**Run 1: close-up of the layout**

Window x 23 to 48, y 9 to 34 um. Cells in grey, sequential cells in the stronger grey; small squares are vias.
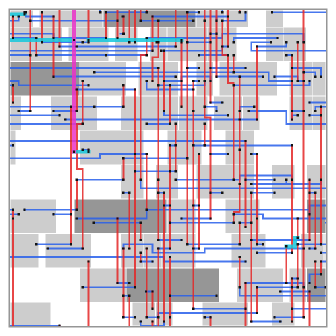
**Run 1: routing congestion map**

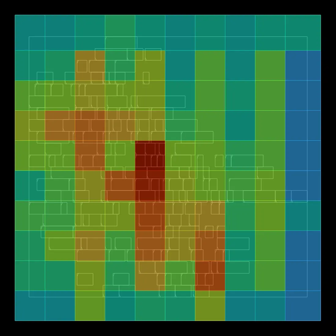
**Run 1: ports around the boundary**

(6 px per um) Pins as bars across the die edge, other pins in grey.
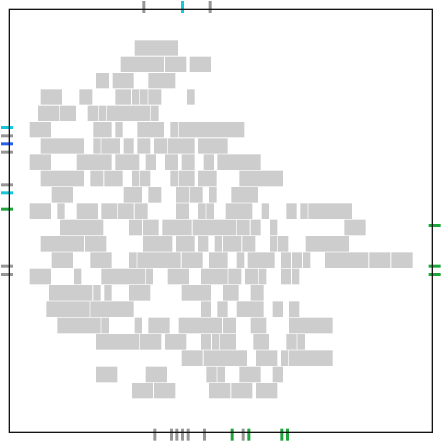
**src/rtl/sar_pkg.sv**
```systemverilog
// Shared types and constants for the SAR ADC controller: FSM state encoding,
// synchronizer depth and the counter-width helper.
package sar_pkg;

    typedef enum logic [2:0] {
        IDLE,
        SAMPLE,
        SETTLE,
        DECIDE,
        DONE
    } sar_state_e;

    localparam int SYNC_STAGES = 2;

    // Bits needed for a counter that runs 0 .. cycles-1 (never less than 1).
    function automatic int cnt_width(input int cycles);
        return (cycles <= 2) ? 1 : $clog2(cycles);
    endfunction

endpackage

```
**src/rtl/sar_adc_ctrl_if.sv**
```systemverilog
// Host-side conversion handshake of the SAR controller (start/busy/done/result).
interface sar_adc_ctrl_if #(
    parameter int N_BITS = 8
);
    // Handshake: start is sampled only when busy=0. Otherwise it is dropped,
    // not queued. busy covers the first SAMPLE cycle through DONE. done pulses
    // for one cycle, and result is valid from that cycle until the next done.
    logic              start;
    logic              busy;
    logic              done;
    logic [N_BITS-1:0] result;

    modport master (output start, input busy, input done, input result);
    modport slave  (input start, output busy, output done, output result);
endinterface

```
**src/rtl/sar_adc_ctrl_cmp_sync.sv**
```systemverilog
// Multi-flop synchronizer for the asynchronous comparator decision,
// with a synchronous active-high clear.
module cmp_sync
    import sar_pkg::*;
#(
    parameter int STAGES = SYNC_STAGES
) (
    input  logic clk,
    input  logic rst,
    input  logic d,
    output logic q
);

    logic [STAGES-1:0] ff;

    always_ff @(posedge clk) begin
        if (rst) ff <= '0;
        else     ff <= {ff[STAGES-2:0], d};
    end

    assign q = ff[STAGES-1];

endmodule

```
**src/rtl/sar_adc_ctrl.sv**
```systemverilog
// Successive-approximation controller: one comparator decision per bit, MSB first.
// Define CMP_SYNC_EN to synchronize cmp_in and lengthen each settle window by 2.
module sar_adc_ctrl
    import sar_pkg::*;
#(
    parameter int N_BITS        = 8,
    parameter int SAMPLE_CYCLES = 4,
    parameter int SETTLE_CYCLES = 2
) (
    input  logic              clk,
    input  logic              rst,
    input  logic              cmp_in,
    output logic              sample,
    output logic [N_BITS-1:0] dac_code,
    output sar_state_e        state_dbg,
    sar_adc_ctrl_if.slave     host
);

`ifdef CMP_SYNC_EN
    localparam int SETTLE_EFF = SETTLE_CYCLES + SYNC_STAGES;
`else
    localparam int SETTLE_EFF = SETTLE_CYCLES;
`endif
    localparam int CW_SET = cnt_width(SETTLE_EFF);
    localparam int CW_SMP = cnt_width(SAMPLE_CYCLES);
    localparam int CNT_W  = (CW_SET > CW_SMP) ? CW_SET : CW_SMP;
    localparam int IDX_W  = $clog2(N_BITS);

    sar_state_e        state, next_state;
    logic [CNT_W-1:0]  cnt;
    logic [IDX_W-1:0]  bit_idx;
    logic [N_BITS-1:0] trial;
    logic [N_BITS-1:0] decided;
    logic [N_BITS-1:0] result_q;
    logic              cmp_d;

`ifdef CMP_SYNC_EN
    cmp_sync #(.STAGES(SYNC_STAGES)) u_cmp_sync (
        .clk (clk),
        .rst (rst),
        .d   (cmp_in),
        .q   (cmp_d)
    );
`else
    // Only valid when the comparator itself is clocked from clk.
    assign cmp_d = cmp_in;
`endif

    always_ff @(posedge clk) begin
        if (rst) state <= IDLE;
        else     state <= next_state;
    end

    always_comb begin
        next_state = state;
        case (state)
            IDLE:    if (host.start) next_state = SAMPLE;
            SAMPLE:  if (cnt == CNT_W'(SAMPLE_CYCLES - 1)) next_state = SETTLE;
            SETTLE:  if (cnt == CNT_W'(SETTLE_EFF - 1)) next_state = DECIDE;
            DECIDE:  next_state = (bit_idx == '0) ? DONE : SETTLE;
            DONE:    next_state = IDLE;
            default: next_state = IDLE;
        endcase
    end

    always_comb begin
        sample      = (state == SAMPLE);
        host.busy   = (state != IDLE);
        host.done   = (state == DONE);
        host.result = result_q;
        dac_code    = trial;
        state_dbg   = state;
    end

    // The bit under test survives only if the input is at or above the trial level.
    always_comb begin
        decided = trial;
        if (!cmp_d) decided[bit_idx] = 1'b0;
    end

    always_ff @(posedge clk) begin
        if (rst) begin
            cnt      <= '0;
            bit_idx  <= '0;
            trial    <= '0;
            result_q <= '0;
        end else begin
            if ((state == SAMPLE || state == SETTLE) && next_state == state)
                cnt <= cnt + 1'b1;
            else
                cnt <= '0;

            case (state)
                SAMPLE: begin
                    if (next_state == SETTLE) begin
                        trial   <= N_BITS'(1) << (N_BITS - 1);
                        bit_idx <= IDX_W'(N_BITS - 1);
                    end
                end
                DECIDE: begin
                    if (bit_idx != '0) begin
                        trial   <= decided | (N_BITS'(1) << (bit_idx - 1'b1));
                        bit_idx <= bit_idx - 1'b1;
                    end else begin
                        result_q <= decided;
                        trial    <= '0;
                    end
                end
                SETTLE: ;
                default: trial <= '0;
            endcase
        end
    end

endmodule

```
**src/flat_wrapper.sv**
```systemverilog
// flat-port wrapper written by rule: the top's interface ports become plain ports
module sar_adc_ctrl_flat import sar_pkg::*;
#(
    parameter int N_BITS        = 8,
    parameter int SAMPLE_CYCLES = 4,
    parameter int SETTLE_CYCLES = 2
)
  (clk, rst, cmp_in, sample, dac_code, state_dbg, host_start, host_busy, host_done, host_result);
  sar_adc_ctrl_if #(.N_BITS(N_BITS)) host_i ();
  input  logic clk;
  input  logic rst;
  input  logic cmp_in;
  output logic sample;
  output logic [N_BITS-1:0] dac_code;
  output sar_state_e state_dbg;
  input wire logic [$bits(host_i.start)-1:0] host_start;
  output wire logic [$bits(host_i.busy)-1:0] host_busy;
  output wire logic [$bits(host_i.done)-1:0] host_done;
  output wire logic [$bits(host_i.result)-1:0] host_result;
  assign host_i.start = host_start;
  assign host_busy = host_i.busy;
  assign host_done = host_i.done;
  assign host_result = host_i.result;
  sar_adc_ctrl #(.N_BITS(N_BITS), .SAMPLE_CYCLES(SAMPLE_CYCLES), .SETTLE_CYCLES(SETTLE_CYCLES)) u_core (.clk(clk), .rst(rst), .cmp_in(cmp_in), .sample(sample), .dac_code(dac_code), .state_dbg(state_dbg), .host(host_i));
endmodule
```
**config.mk**
```make
export PLATFORM = sky130hd
export DESIGN_NAME = sar_adc_ctrl_flat
export DESIGN_NICKNAME = d
export VERILOG_FILES = /design/src/rtl/sar_pkg.sv /design/src/rtl/sar_adc_ctrl_if.sv /design/src/rtl/sar_adc_ctrl_cmp_sync.sv /design/src/rtl/sar_adc_ctrl.sv /design/src/flat_wrapper.sv
export SDC_FILE = /design/constraint.sdc
export NUM_CORES = 1
export LEC_CHECK = 0
export CORE_MARGIN = 3
export CORE_UTILIZATION = 30
export DETAILED_ROUTE_END_ITERATION = 10
export PLACE_DENSITY = 0.64
export SLEW_MARGIN = 20
export SYNTH_ARGS = -nofsm -noshare
export SYNTH_HDL_FRONTEND = slang
export SYNTH_SLANG_ARGS = --single-unit
```
**constraint.sdc**
```tcl
create_clock -name clk -period 4 [get_ports clk]
set_input_delay 0.8 -clock clk [delete_from_list [all_inputs] [get_ports clk]]
set_output_delay 0.8 -clock clk [all_outputs]
set_load 0.05 [all_outputs]
```
==> summary.rpt, run 1 <==
PHYSICAL IMPLEMENTATION REPORT
----------------------------------------------------
[Layout]
  Layout cells sized above 1 ........................ 0.06098
  Net count of the finished layout ........................ 176
  Number of diodes added for antenna fixing ........................ 0
  Final instance count without filler cells ........................ 212

[Critical path]
  Element type at the critical path start ........................ register
  Critical path type ........................ reg -> out
  Crit end category ........................ output pin
  WP data required ........................ 3200 ps
  Crit-path max FO ........................ 11
  Critical-path cell with the highest stage delay ........................ sky130_fd_sc_hd__clkdlybuf4s50_1
  Data arrival at the endpoint of the critical path ........................ ~1900 ps
  Critical path, cell by cell ........................ nand2b_1, nor2_1, clkdlybuf4s50_1
  Sum of buffers and inverters on the critical path ........................ 1
  Worst-case register-to-register setup slack ........................ 2110 ps

[Synth]
  Dominant cell type by area after synthesis ........................ sky130_fd_sc_hd__dfxtp_1
  Post-synth tally of flip-flops with integrated enable ........................ 0
  Cell with the most instances after synthesis ........................ sky130_fd_sc_hd__dfxtp_1
  Share of synthesized area occupied by flip-flops and latches ........................ 0.3879
  Number of nets at floorplan ........................ 151
  Post-synth regs ........................ 24
  Synth top area share ........................ 0.3879
  Yosys synthesis warning count ........................ 0
  Cell count listed in synth_stat.txt ........................ 140
  Synth cell count leaders ........................ sky130_fd_sc_hd__dfxtp_1 (24), sky130_fd_sc_hd__nor2_1 (17), sky130_fd_sc_hd__a21oi_1 (11), sky130_fd_sc_hd__nand2_1 (9)
  Post-synthesis instance total ........................ roughly 140
  Post-synthesis cell area ........................ approximately 1200 sq um
  Number of library cell types mapped by synthesis ........................ 39
  Synth top area cells ........................ sky130_fd_sc_hd__dfxtp_1 (39%), sky130_fd_sc_hd__ha_1 (7.1%), sky130_fd_sc_hd__mux2i_1 (6.5%)

[Clocking]
  Clock slew at the register clock pins of the worst setup and hold paths ........................ 90 ps
  H-Tree Depth ........................ 1
  Number of buffers added to fix hold violations after cts ........................ 0
  Clock tree root buffer cell ........................ sky130_fd_sc_hd__clkbuf_8
  Latency at later pin ........................ roughly 270 ps
  Clock Path Buffers ........................ 2
  Number of sinks on the clock net ........................ 24
  Total clock buffers created by CTS ........................ 3
  Gates resized, CTS repair ........................ 0
  TritonCTS clock tree ........................ yes

[Routing]
  Vias ........................ ~1,000
  Count of antenna-violating nets left after detailed routing ........................ 0
  Detail-routed via count per cell ........................ 4.925
  DRC violations left ........................ 0
  Number of DRC violations after detailed-routing iteration 0 ........................ 23
  Drt pass-1 iters ........................ 4

[Power and ir drop]
  Power Density ........................ 318.3 nW/um^2
  Leakage ........................ 0.5634 nW

[Run status]
  Result of the run ........................ finished, final reports clean

[Timing]
  Hold Worst Slack ........................ 473.3 ps
  Portion of the clock cycle consumed by the worst path in the final layout ........................ 0.6837
  Setup skew after layout ........................ 4.239 ps
  Count of final setup violators ........................ 0
  Highest Clock Rate ........................ 365.7 MHz
  Post-route minimum period ........................ 2735 ps
  Setup repair after global routing missed its margin ........................ no
  Max-Slew Margin vs Limit ........................ 0.6417
  Sum Neg Setup Slack ........................ 0 ps
  Final hold violation count ........................ 0

[GRT]
  Antenna violations before repair ........................ 0
  Global-route wire length before repair ........................ 4864 um
  Total gr overflow ........................ 0
  Maximum number of pins on one net before global-route repair ........................ 16

[Place]
  Final Wtd Congestion ........................ just under 0.8
  Placed wire-length estimate after detailed placement ........................ 2088 um
  Number of placed instances with taps included ........................ 208

[Floorplanning]
  Area of the core region ........................ 3826 sq um
  I/O pin cnt ........................ 26
  Width of the die ........................ approximately 70 um
  Initial cell density of the core ........................ 0.3237
  Number of placement rows ........................ 22
  Die H ........................ 70.26 um
  Area enclosed by the die boundary ........................ 4936 sq um

[Worst hold path]
  Path type of the worst min-delay path ........................ reg -> reg

----------------------------------------------------
## Picture notes: 'close-up of the layout'
legend:
  M4:
    colour: magenta
  M3:
    colour: cyan
  M2:
    colour: red
  M1:
    colour: blue
most frequent: a21oi_1 (7), o21ai_0 (5), clkdlybuf4s50_1 (5)
sequential cells in the window: 3
cells with their middle in the window: 51
netlist names of flops here include: `u_core.dac_code` (2), `u_core.host.result` (1)

## Picture notes: 'routing congestion map'
met2 layer usage reported by global route: 0.1778
global-route met1 utilization: 0.1760
Post-Route Utilization: 0.4133
wire length per cell: 13.03 um
Total GRT Usage: 0.1195

## Picture notes: 'ports around the boundary'
legend:
  `state_dbg`:
    colour: cyan
    pins: 3
    direction: output
    edge: 2 left, 1 top
  `host_start`:
    colour: blue
    pins: 1
    direction: input
    edge: left
  `dac_code`:
    colour: green
    pins: 8
    direction: output
    edge: 4 bottom, 3 right, 1 left
all pins by edge: 11 bottom, 9 left, 3 right, 3 top

## run 1: metrics by stage
stage          worst slack, ps  area (sq um)  total power, mW
6_report                  1265          1582           0.5034
5_1_grt                   1120          1582           0.5205
4_1_cts                   1255          1582           0.5051
3_5_place_dp              1314          1510           0.2909
3_3_place_gp              1443          1510           0.2908
2_1_floorplan             1111          1239           0.2790
## run 1: sequential cells by signal (all words and copies together), names as in the netlist
name	cells
u_core.dac_code	8
u_core.cnt	2
u_core.bit_idx	3
u_core.host.result	8
u_core.state_dbg	3
## run 1: layer usage
metal	share of wire	track usage	vias up
met5	0	0	-
met2	0.45	0.1778	21
met4	0.0069	0.01915	0
met3	0.039	0.02878	3
met1	0.51	0.1760	487
li1	-	-	533
## run 1: cell usage in the layout, fill, tap and decap left out, types with 6 or more instances in the layout
cell and instances:
sky130_fd_sc_hd__a21oi_1 11, sky130_fd_sc_hd__clkdlybuf4s50_1 25, sky130_fd_sc_hd__dfxtp_1 24, sky130_fd_sc_hd__ha_1 7, sky130_fd_sc_hd__inv_1 8, sky130_fd_sc_hd__mux2i_1 8
sky130_fd_sc_hd__nand2_1 9, sky130_fd_sc_hd__nor2_1 17, sky130_fd_sc_hd__nor2b_1 6, sky130_fd_sc_hd__o21ai_0 7
## run 1: power by group
| part | leakage [nW] | total (mW) | internal [mW] | switching (mW) |
|---|---|---|---|---|
| sequential | 0.194 | 0.245 | 0.241 | 0.00428 |
| combinational | 0.334 | 0.0399 | 0.0155 | 0.0244 |
| clock | 0.0357 | 0.218 | 0.134 | 0.0841 |
| total | 0.563 | 0.503 | 0.391 | 0.113 |
## run 1: path summary, 6_finish.rpt
kind / start / endpoint / cells past startpoint
max reg2reg: u_core.bit_idx[0] / u_core.dac_code[2] / 5
min reg2reg: u_core.cnt[0] / u_core.cnt[0] / 1
max: u_core.state_dbg[0] / sample / 3
min: u_core.cnt[0] / u_core.cnt[0] / 1
## run 1: cells by family after synthesis
family                     share of synthesized area
adders and majority gates                    0.07070
and+or+nand+nor                               0.2242
muxes                                        0.06465
DFF                                           0.3879
AOI/OAI and AO/OA                             0.1758
xor gates and xnor gates                     0.02122
buffers and inverters                        0.05555
## run 1: cell type report
class	instances	area (sq um)	area share
Multi-Input combinational cell	103	689.4	0.4359
Sequential cell	24	480.5	0.3038
Timing Repair Buffer	25	250.2	0.1582
Tap cell	48	60.06	0.03797
Clock buffer	3	41.29	0.02611
Clock inverter	1	30.03	0.01899
Inverter	8	30.03	0.01899
**Run 1: gate-type map**

(4 px per um)
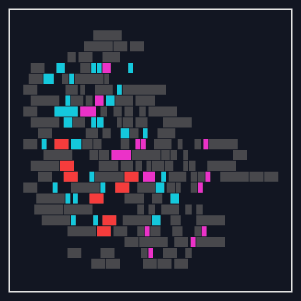

==> run 2: changes to the inputs <==
--- a/config.mk
+++ b/config.mk
@@ -8,7 +8,7 @@
 export CORE_MARGIN = 3
 export CORE_UTILIZATION = 30
 export DETAILED_ROUTE_END_ITERATION = 10
-export PLACE_DENSITY = 0.64
+export PLACE_DENSITY = 0.66
 export SLEW_MARGIN = 20
 export SYNTH_ARGS = -nofsm -noshare
 export SYNTH_HDL_FRONTEND = slang
==> constraint.sdc (replaced) <==
create_clock -name clk -period 2.5 [get_ports clk]
set_input_delay 0.5 -clock clk [delete_from_list [all_inputs] [get_ports clk]]
set_output_delay 0.5 -clock clk [all_outputs]
set_load 0.05 [all_outputs]
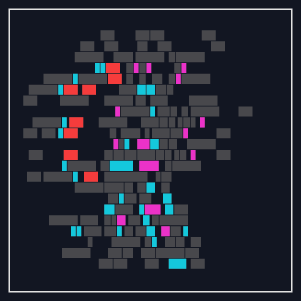
**Above:** run 2 (gate-type map).
(4 px per um)
legend:
  mux cells:
    colour: red
    cells: 8
  nand cells:
    colour: magenta
    cells: 14
  nor cells:
    colour: cyan
    cells: 28
final instance count without filler cells: 215
multi-input gate share of total cell area: 0.4322

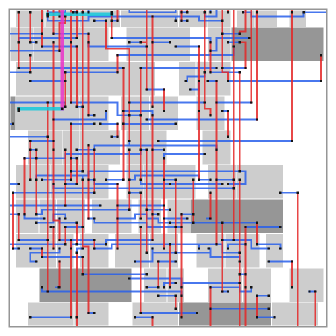
**Above:** run 2 (close-up of the layout).
Window x 23 to 48, y 9 to 34 um. Cells in grey, sequential cells in the stronger grey; small squares are vias.
legend:
  M2:
    colour: red
  M4:
    colour: magenta
  M3:
    colour: cyan
  M1:
    colour: blue
cells with their middle in the window: 50
most frequent: nor2_1 (5)
sequential cells in the window: 4
netlist names of flops here include: `u_core.state_dbg` (3), `u_core.bit_idx` (1)

==> run 2 against run 1 <==
Effect of this change: design area increased by 1.6%; critical endpoint is now host_busy; largest cell class unchanged; largest power group unchanged; first-iteration DRC count rose by 8.7%; synthesized cell count stayed put; non-clock buffer count is 3 higher; global-route usage rose by 0.48 points.
==> summary.rpt, run 2 <==
PHYSICAL IMPLEMENTATION REPORT
----------------------------------------------------
[GRT]
  Antenna violations before repair ........................ 0
  Total gr overflow ........................ 0
  Global-route wire length before repair ........................ roughly 5000 um

[Routing]
  Drt pass-1 iters ........................ 4
  Count of antenna-violating nets left after detailed routing ........................ 0
  Wire length per cell ........................ approximately 13 um
  Number of DRC violations after detailed-routing iteration 0 ........................ 25
  Vias ........................ around 1,100

[Synth]
  Synth top area cells ........................ sky130_fd_sc_hd__dfxtp_1 (39%), sky130_fd_sc_hd__ha_1 (7.1%), sky130_fd_sc_hd__mux2i_1 (6.5%)
  Post-synthesis cell area ........................ 1239 sq um
  Dominant cell type by area after synthesis ........................ sky130_fd_sc_hd__dfxtp_1
  Synth top area share ........................ 0.3879
  Number of library cell types mapped by synthesis ........................ 39
  Yosys synthesis warning count ........................ 0
  Number of nets at floorplan ........................ 151
  Post-synth tally of flip-flops with integrated enable ........................ 0
  Cell with the most instances after synthesis ........................ sky130_fd_sc_hd__dfxtp_1
  Post-synth regs ........................ 24
  Share of synthesized area occupied by flip-flops and latches ........................ 0.3879
  Post-synthesis instance total ........................ 140

[Floorplanning]
  Area of the core region ........................ 3826 sq um
  Area enclosed by the die boundary ........................ 4936 sq um
  Initial cell density of the core ........................ 0.3237
  Number of placement rows ........................ 22
  I/O pin cnt ........................ 26

[Layout]
  Layout cells sized above 1 ........................ 0.08982
  Top library cells by usage in the layout, fill and taps aside ........................ sky130_fd_sc_hd__clkdlybuf4s50_1 (24), sky130_fd_sc_hd__dfxtp_1 (24), sky130_fd_sc_hd__nor2_1 (17), sky130_fd_sc_hd__a21oi_1 (11), sky130_fd_sc_hd__nand2_1 (9)
  Net count of the finished layout ........................ 179

[Timing]
  Sum Neg Setup Slack ........................ 0 ps
  Final hold violation count ........................ 0
  Post-route minimum period ........................ 2313 ps
  Max-Slew Margin vs Limit ........................ 0.6606
  Setup skew after layout ........................ 3.501 ps
  Setup repair after global routing missed its margin ........................ no
  Count of final setup violators ........................ 0

[Clocking]
  Clock tree root buffer cell ........................ sky130_fd_sc_hd__clkbuf_8
  Clock Path Buffers ........................ 2
  H-Tree Depth ........................ 1
  TritonCTS clock tree ........................ yes
  Number of buffers added to fix hold violations after cts ........................ 0
  Latency at later pin ........................ about 270 ps

[Run status]
  Result of the run ........................ finished, final reports clean

[Critical path]
  Data arrival at the endpoint of the critical path ........................ 1810 ps
  Element type at the critical path start ........................ register

[Power and ir drop]
  Leakage ........................ 0.5841 nW
  Power Density ........................ around 500 nW/um^2

----------------------------------------------------
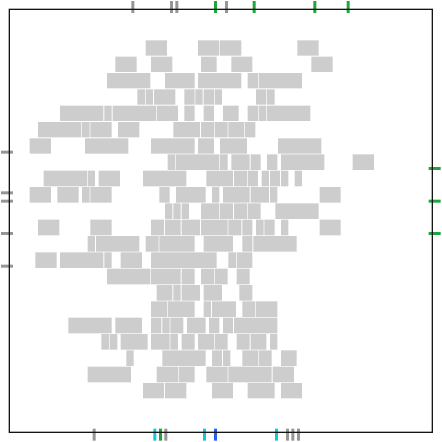
**Above:** run 2 (ports around the boundary).
(6 px per um) Pins as bars across the die edge, other pins in grey.
legend:
  `dac_code`:
    colour: green
    pins: 8
    direction: output
    edge: 4 top, 3 right, 1 bottom
  `state_dbg`:
    colour: cyan
    pins: 3
    direction: output
    edge: bottom
  `host_start`:
    colour: blue
    pins: 1
    direction: input
    edge: bottom
width of the die: 70.26 um
Die H: 70.26 um
port buffer count: 25

==> run 2: cell type report <==
type                       count  area (sq um)
inverter                       8         30.03
multi-input combinational    103         694.4
fill                         361          2220
sequential                    24         480.5
clock buffer                   3         41.29
clock inverter                 1         30.03
tap                           48         60.06
timing repair buffer          28         270.3
==> run 2: stage by stage <==
step | instance area (sq um) | hold WS (ps) | utilization | power (mW) | setup slack (ps)
floorplan | 1244 | 421.4 | - | 0.4467 | 408.7
global placement | 1535 | 433.2 | 0.4012 | 0.4658 | 526.1
detailed placement | 1535 | 450.9 | 0.4012 | 0.4669 | 491.5
CTS | 1607 | 464.1 | 0.4199 | 0.8117 | 175.8
global route | 1607 | 481.3 | 0.4199 | 0.8292 | 120.7
finish | 1607 | 462.9 | 0.4199 | 0.8046 | 187.2
==> run 2: where the power goes <==
part	internal [mW]	total, mW	switching [mW]
sequential	0.386	0.393	0.00694
clock	0.214	0.346	0.132
combinational	0.0253	0.0654	0.0401
total	0.625	0.805	0.179
==> run 2: layer usage <==
layer | GRT usage | wire length [um] | up-vias | part of all wire
met1 | 0.1606 | 1322 | 488 | 0.48
met2 | 0.1871 | 1271 | 19 | 0.46
li1 | - | - | 536 | -
met5 | 0 | 0 | - | 0
met4 | 0.08298 | 80 | 0 | 0.029
met3 | 0.02158 | 72 | 9 | 0.026
==> run 2: logic make-up after synthesis <==
logic type	synth area share
flops	0.3879
fa+ha+maj	0.07070
xor+xnor	0.02122
buf+inv	0.05555
simple gates	0.2242
mux	0.06465
compound gates	0.1758
==> run 2: path summary, 6_finish.rpt <==
check / start / to / slack [ps] / depth (start not counted)
setup / recovery: u_core.state_dbg[0] / host_busy / 190 / 2
hold / removal: u_core.cnt[0] / u_core.cnt[0] / 460 / 1
setup reg to reg: u_core.bit_idx[0] / u_core.dac_code[7] / 570 / 6
hold reg to reg: u_core.cnt[0] / u_core.cnt[0] / 460 / 1
==> run 2: worst max-delay path, stage by stage (launching register included) <==
cell and delay, ps:
sky130_fd_sc_hd__dfxtp_1 580, sky130_fd_sc_hd__or3_1 170, sky130_fd_sc_hd__clkdlybuf4s50_1 790
Power and IR drop assume default switching activity.
